**src/rtl/serial_adder_ctrl.sv**
```systemverilog
// Bit-serial adder: one full_adder reused over WIDTH cycles, LSB first,
// with valid/ready capture on the input side and result hold on the output.

module full_adder (
    input  logic a,
    input  logic b,
    input  logic cin,
    output logic sum,
    output logic carry
);
    assign sum   = a ^ b ^ cin;
    assign carry = (a & b) | (cin & (a ^ b));
endmodule

module serial_adder_ctrl #(
    parameter int WIDTH = 8
) (
    input  logic             clk,
    input  logic             rst_n,
    input  logic             in_valid,
    output logic             in_ready,
    input  logic [WIDTH-1:0] a_in,
    input  logic [WIDTH-1:0] b_in,
    input  logic             cin_in,
    output logic             out_valid,
    input  logic             out_ready,
    output logic [WIDTH-1:0] sum_out,
    output logic             cout,
    output logic             busy
);
    localparam int CW = (WIDTH > 1) ? $clog2(WIDTH) : 1;
    localparam logic [CW-1:0] CNT_LAST = CW'(WIDTH - 1);

    typedef enum logic [1:0] {
        IDLE = 2'd0,
        RUN  = 2'd1,
        DONE = 2'd2
    } state_t;

    state_t           state_q, state_d;
    logic [WIDTH-1:0] a_sr_q, a_sr_d;
    logic [WIDTH-1:0] b_sr_q, b_sr_d;
    logic [WIDTH-1:0] s_sr_q, s_sr_d;
    logic             carry_q, carry_d;
    logic [CW-1:0]    cnt_q, cnt_d;
    logic             fa_sum;
    logic             fa_carry;

    full_adder u_fa (
        .a     (a_sr_q[0]),
        .b     (b_sr_q[0]),
        .cin   (carry_q),
        .sum   (fa_sum),
        .carry (fa_carry)
    );

    always_comb begin
        state_d = state_q;
        a_sr_d  = a_sr_q;
        b_sr_d  = b_sr_q;
        s_sr_d  = s_sr_q;
        carry_d = carry_q;
        cnt_d   = cnt_q;
        unique case (state_q)
            IDLE: begin
                if (in_valid) begin
                    a_sr_d  = a_in;
                    b_sr_d  = b_in;
                    carry_d = cin_in;
                    cnt_d   = '0;
                    state_d = RUN;
                end
            end
            RUN: begin
                a_sr_d  = a_sr_q >> 1;
                b_sr_d  = b_sr_q >> 1;
                s_sr_d  = {fa_sum, s_sr_q[WIDTH-1:1]};
                carry_d = fa_carry;
                // Counter parks at 0 on the last bit so it never passes WIDTH-1.
                if (cnt_q == CNT_LAST) begin
                    cnt_d   = '0;
                    state_d = DONE;
                end else begin
                    cnt_d = cnt_q + CW'(1);
                end
            end
            DONE: begin
                if (out_ready) state_d = IDLE;
            end
            default: state_d = IDLE;
        endcase
    end

    always_ff @(posedge clk) begin
        if (!rst_n) begin
            state_q <= IDLE;
            a_sr_q  <= '0;
            b_sr_q  <= '0;
            s_sr_q  <= '0;
            carry_q <= 1'b0;
            cnt_q   <= '0;
        end else begin
            state_q <= state_d;
            a_sr_q  <= a_sr_d;
            b_sr_q  <= b_sr_d;
            s_sr_q  <= s_sr_d;
            carry_q <= carry_d;
            cnt_q   <= cnt_d;
        end
    end

    assign in_ready  = (state_q == IDLE);
    assign busy      = (state_q == RUN);
    assign out_valid = (state_q == DONE);
    assign sum_out   = out_valid ? s_sr_q : '0;
    assign cout      = out_valid & carry_q;

endmodule
```
**config.mk**
```make
export PLATFORM = sky130hd
export DESIGN_NAME = serial_adder_ctrl
export DESIGN_NICKNAME = d
export VERILOG_FILES = /design/src/rtl/serial_adder_ctrl.sv
export SDC_FILE = /design/constraint.sdc
export NUM_CORES = 1
export LEC_CHECK = 0
export CAP_MARGIN = 40
export CORE_MARGIN = 2
export CORE_UTILIZATION = 52
export CTS_CLUSTER_DIAMETER = 60
export DETAILED_ROUTE_END_ITERATION = 6
export PLACE_DENSITY = 0.86
export RECOVER_POWER = 25
export SLEW_MARGIN = 5
export SYNTH_ARGS = -nofsm -noshare
export SYNTH_HDL_FRONTEND = slang
export SYNTH_HIERARCHICAL = 1
export SYNTH_SLANG_ARGS = --single-unit
export TNS_END_PERCENT = 50
```
**constraint.sdc**
```tcl
create_clock -name clk -period 3.6 [get_ports clk]
set_clock_uncertainty 0.05 [all_clocks]
set_input_delay 0.72 -clock clk [delete_from_list [all_inputs] [get_ports clk]]
set_output_delay 0.72 -clock clk [all_outputs]
set_load 0.005 [all_outputs]
```
==> flow_summary.yaml, run 1 <==
# synthesis and place-and-route metrics
outcome:
  outcome: "completed"
critical_path:
  rr_endpoint: "b_sr_q[2]"
  worstRegToRegCells: 3
  critPathLaunchType: "flip-flop"
  required_ns: 2.83
  startpoint: "state_q[0]"
  critPathTopFamily: "simple AND/OR/NAND/NOR gates"
  cpPeakStageDelay_ns: 0.47
  cp.arrival_ns: 1.73
  r2r_slack_ns: 1.98
  timing.rr.start: "state_q[1]"
  worstSetupPathType: "reg2out"
  path_buffers: 1
  crit_slowest_cell: "dfxtp_1"
sta:
  fmaxAchievable_ghz: 0.4004
  period_used_pct: 69.37
  tns_ns: 0
  post-route-min-period_ns: 2.497
  hold_violations: 0
  rsz0062_at_grt: "no"
  relSlewSlack_pct: 28.94
finish:
  nFillCells: 182
  final-seq-area_um2: 600.6
  largestRegisters: "a_sr_q x8, b_sr_q x8, s_sr_q x8"
  seq_share_pct: 34.81
  most-common-layout-cells: "nor2_1 (32), clkdlybuf4s50_1 (31), dfxtp_1 (30), nand2_1 (16), o221ai_2 (10)"
  final_nets: 201
  clock_area_share_pct: 3.481
  flops: 30
  buffer_area_share_pct: 19.22
  nClkBuffers: 7
  postLayoutCoreUtil_pct: 69.02
  logic_area_um2: 684.4
  inverters: 3
logic_synthesis:
  syn_inst: 148
  synthMuxAreaShare_pct: 0.7253
  largest_area_cell: "dfxtp_1"
  top_cells_by_area: "dfxtp_1 (44%), o221ai_2 (11%), nor2_1 (8.7%)"
  ys_cells: 148
  compound_area_share_pct: 22.94
  ys.warnings.count: 6
  synthesis.area_mm2: 0.001380
  edf_count: 0
  simple_gate_area_share_pct: 22.67
  ys_sh_xor_pct: 0
  synth_flops: 30
  yosysUniqueCellTypes: 26
  synth-adder-area-share_pct: 3.264
  syn-num-nets: 172
  synthDominantCellAreaShare_pct: 43.52
  topCombFamilyByArea: "AND-OR/OR-AND gates"
  syn_avg_cell_area_um2: 9.325
power:
  power.density_mw_per_mm2: 384.8
  pwr.group.clock_mw: 0.203
  pg_seq_mw: 0.367
  p_total_mw: 0.6639
  leakage_nw: 0.6351
  power_leader: "registers"
  seqPwrFrac_pct: 55.2
  comb-power_mw: 0.0946
  p_switching_mw: 0.1679
clock_network:
  clock-root-buffer: "clkbuf_4"
  cts.sinks: 30
  cts_tree: "built"
  cts.repair.resized: 0
  clock_path_buffers: 2
  clkLatencyLatePin_ns: 0.32
  post-cts-setup-buffers: 0
drt:
  routed.top_layer: "met4"
  drtPass1Iterations: 4
  wl_met1_um: 1151
  avgViaCountPerCell: 5.279
  wl_met2_um: 1255
  drt_iter0_markers: 30
  drc: 0
  wl_per_cell_um: 12.39
  ant_nets: 0
floorplan:
  n_tap_cell: 30
  dieArea_mm2: 0.003082
  rows: 18
placed_design:
  io_buffer_count: 32
  pre_cts_slack_ns: 1.098
  dp.cells: 200
  gp_congestion: 0.6803
min_path:
  worst_hold_path.num_cells: 2
  hold_end: "s_sr_q[0]"
global_route:
  grt_pass1_vias: 1019
  antenna_found_initial: 0
  gr-total-overflow: 0
  grt_max_degree: 24
Figure 1. Met1 routing (run 1).
Bar = 20 um. Cells faint in the background.
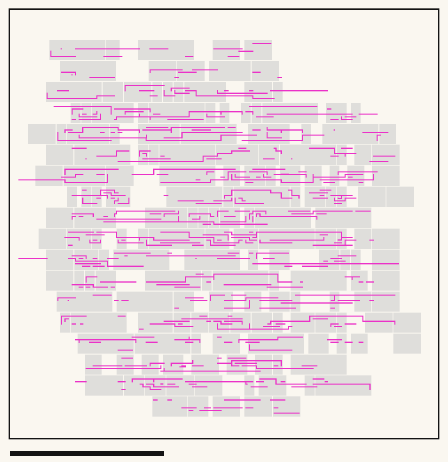
share of all routed wire: 45%
main direction: horizontal
routing usage on met1: 21.57%
total wire length: 2577 um
Vias: 1098

Figure 2. Metal 2 (run 1).
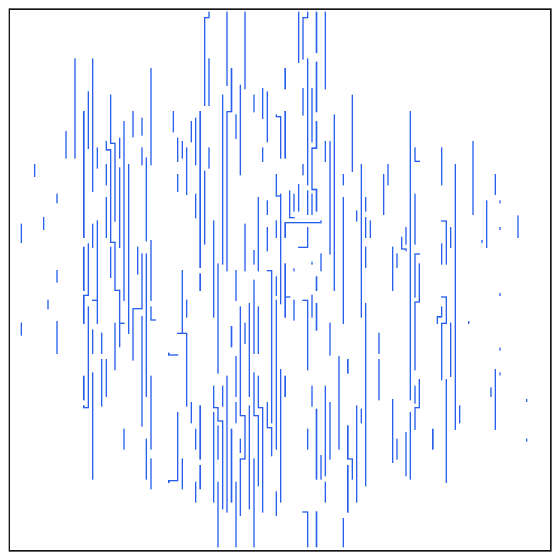
nets with wire on the layer: 164
wire length on this layer: 1260 um
share of all routed wire: 49%
GRT met2 Usage: 30.44%

Figure 3. Metal 3 (run 1).
Bar = 20 um.
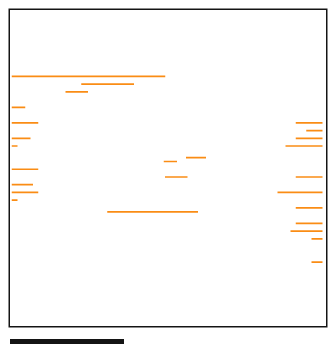
main direction: horizontal
wire length on this layer: 134 um
M3 GR Usage: 7.260%

Figure 4. Drive-strength map (run 1).
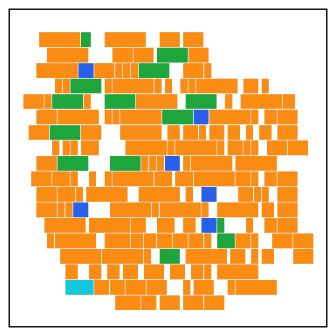
[x6 and larger] cyan | cells: 1
[x1 and smaller] orange | cells: 157
[x3 and x4] blue | cells: 6
[x2] green | cells: 14
layout overhead on the synthesized area: 25.02%
Buffers excl. clock: 34
design area: 0.001725 mm2
final setup margin: 1.103 ns

==> run 2: changes to the inputs <==
CORE_UTILIZATION = 48   (was 52)
PLACE_DENSITY = 0.81   (was 0.86)
clock period = 2.6 ns   (was 3.6 ns; I/O delays follow)
Figure 5. Met1 routing (run 2).
Bar = 20 um. Cells faint in the background.
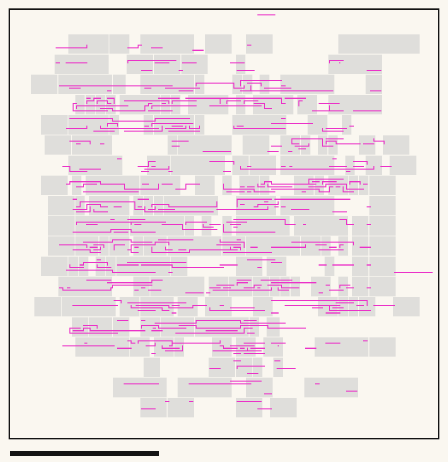
wire length on this layer: 1080 um
nets with wire on the layer: 163
main direction: horizontal
longest straight run: 17.9 um
routing usage on met1: 18.18%
total wire length: 2619 um

Figure 6. Drive-strength map (run 2).
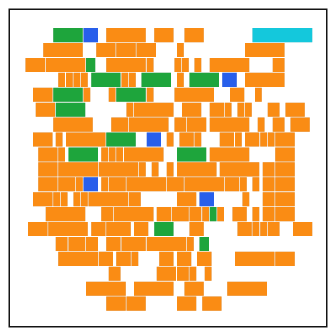
[x1 and smaller] orange | cells: 158
[x3 and x4] blue | cells: 5
[x2] green | cells: 14
[x6 and larger] cyan | cells: 1
final setup margin: 0.2551 ns
design area: 0.001739 mm2

==> run 2 against run 1 <==
- clock power up 79%
- via count unchanged
- combinational power is 37% higher
- non-clock buffer count unchanged
- register-to-register slack lost 1.4 ns
- critical path depth stayed put
- global-route usage is 1.3 points lower
- sequential share of layout area fell by 0.28 points
- highest routed layer unchanged
==> flow_summary.yaml, run 2 <==
# synthesis and place-and-route metrics
clock_network:
  clock-root-buffer: "clkbuf_4"
  cts.repair.resized: 0
  clock_path_buffers: 2
  cts_tree: "built"
  post-cts-setup-buffers: 0
  cts.sinks: 30
finish:
  postLayoutCoreUtil_pct: 63.62
  syn2layout_area_growth_pct: 26.02
  buffer_area_share_pct: 18.85
  inverters: 3
  seq_share_pct: 34.53
  nClkBuffers: 5
  flops: 30
  buffers: 34
  clock_area_share_pct: 4.460
  largestRegisters: "a_sr_q x8, b_sr_q x8, s_sr_q x8"
sta:
  relSlewSlack_pct: 13.04
  tns_ns: 0
  fmaxAchievable_ghz: 0.4265
  hold_violations: 0
  post-route-min-period_ns: 2.345
critical_path:
  r2r_slack_ns: 0.55
  required_ns: 2.03
  worstSetupPathType: "reg2out"
  path_buffers: 1
  critPathTopFamily: "simple AND/OR/NAND/NOR gates"
  critPathLaunchType: "flip-flop"
  timing.rr.start: "state_q[1]"
  cp.arrival_ns: 1.77
  crit_slowest_cell: "clkdlybuf4s50_1"
  startpoint: "state_q[0]"
  cpPeakStageDelay_ns: 0.50
  rr_endpoint: "b_sr_q[0]"
outcome:
  outcome: "completed"
placed_design:
  io_buffer_count: 32
  pre_cts_slack_ns: 0.2827
  dp.cells: 201
  gp_congestion: 0.7109
logic_synthesis:
  synth_flops: 30
  yosysUniqueCellTypes: 26
  synthesis.area_mm2: 0.001380
  largest_area_cell: "dfxtp_1"
  ys_cells: 148
  syn_inst: 148
  simple_gate_area_share_pct: 22.67
  compound_area_share_pct: 22.94
  syn-num-nets: 172
  synthDominantCellAreaShare_pct: 43.52
  edf_count: 0
  synth-adder-area-share_pct: 3.264
  top_cells_by_area: "dfxtp_1 (44%), o221ai_2 (11%), nor2_1 (8.7%)"
power:
  power_leader: "registers"
  pg_seq_mw: 0.508
  leakage_nw: 0.6424
  p_total_mw: 1.002
  power.density_mw_per_mm2: 576.0
  comb-power_mw: 0.130
  pwr.group.clock_mw: 0.364
global_route:
  antenna_found_initial: 0
  grt_use_met3_pct: 4.018
  gr-total-overflow: 0
  use_met2_pct: 31.01
  grt_pass1_vias: 1054
min_path:
  hold_end: "s_sr_q[6]"
  worst_hold_path.num_cells: 2
drt:
  drc: 0
  ant_nets: 0
  wl_per_cell_um: 12.53
  drt_iter0_markers: 20
  wl_met2_um: 1347
  wl_met1_um: 1075
  num_vias: 1098
  drtPass1Iterations: 4
  routed.top_layer: "met4"
  avgViaCountPerCell: 5.254
floorplan:
  n_tap_cell: 31
  rows: 19
No activity file was given, so power comes from the tool's default toggle rates.
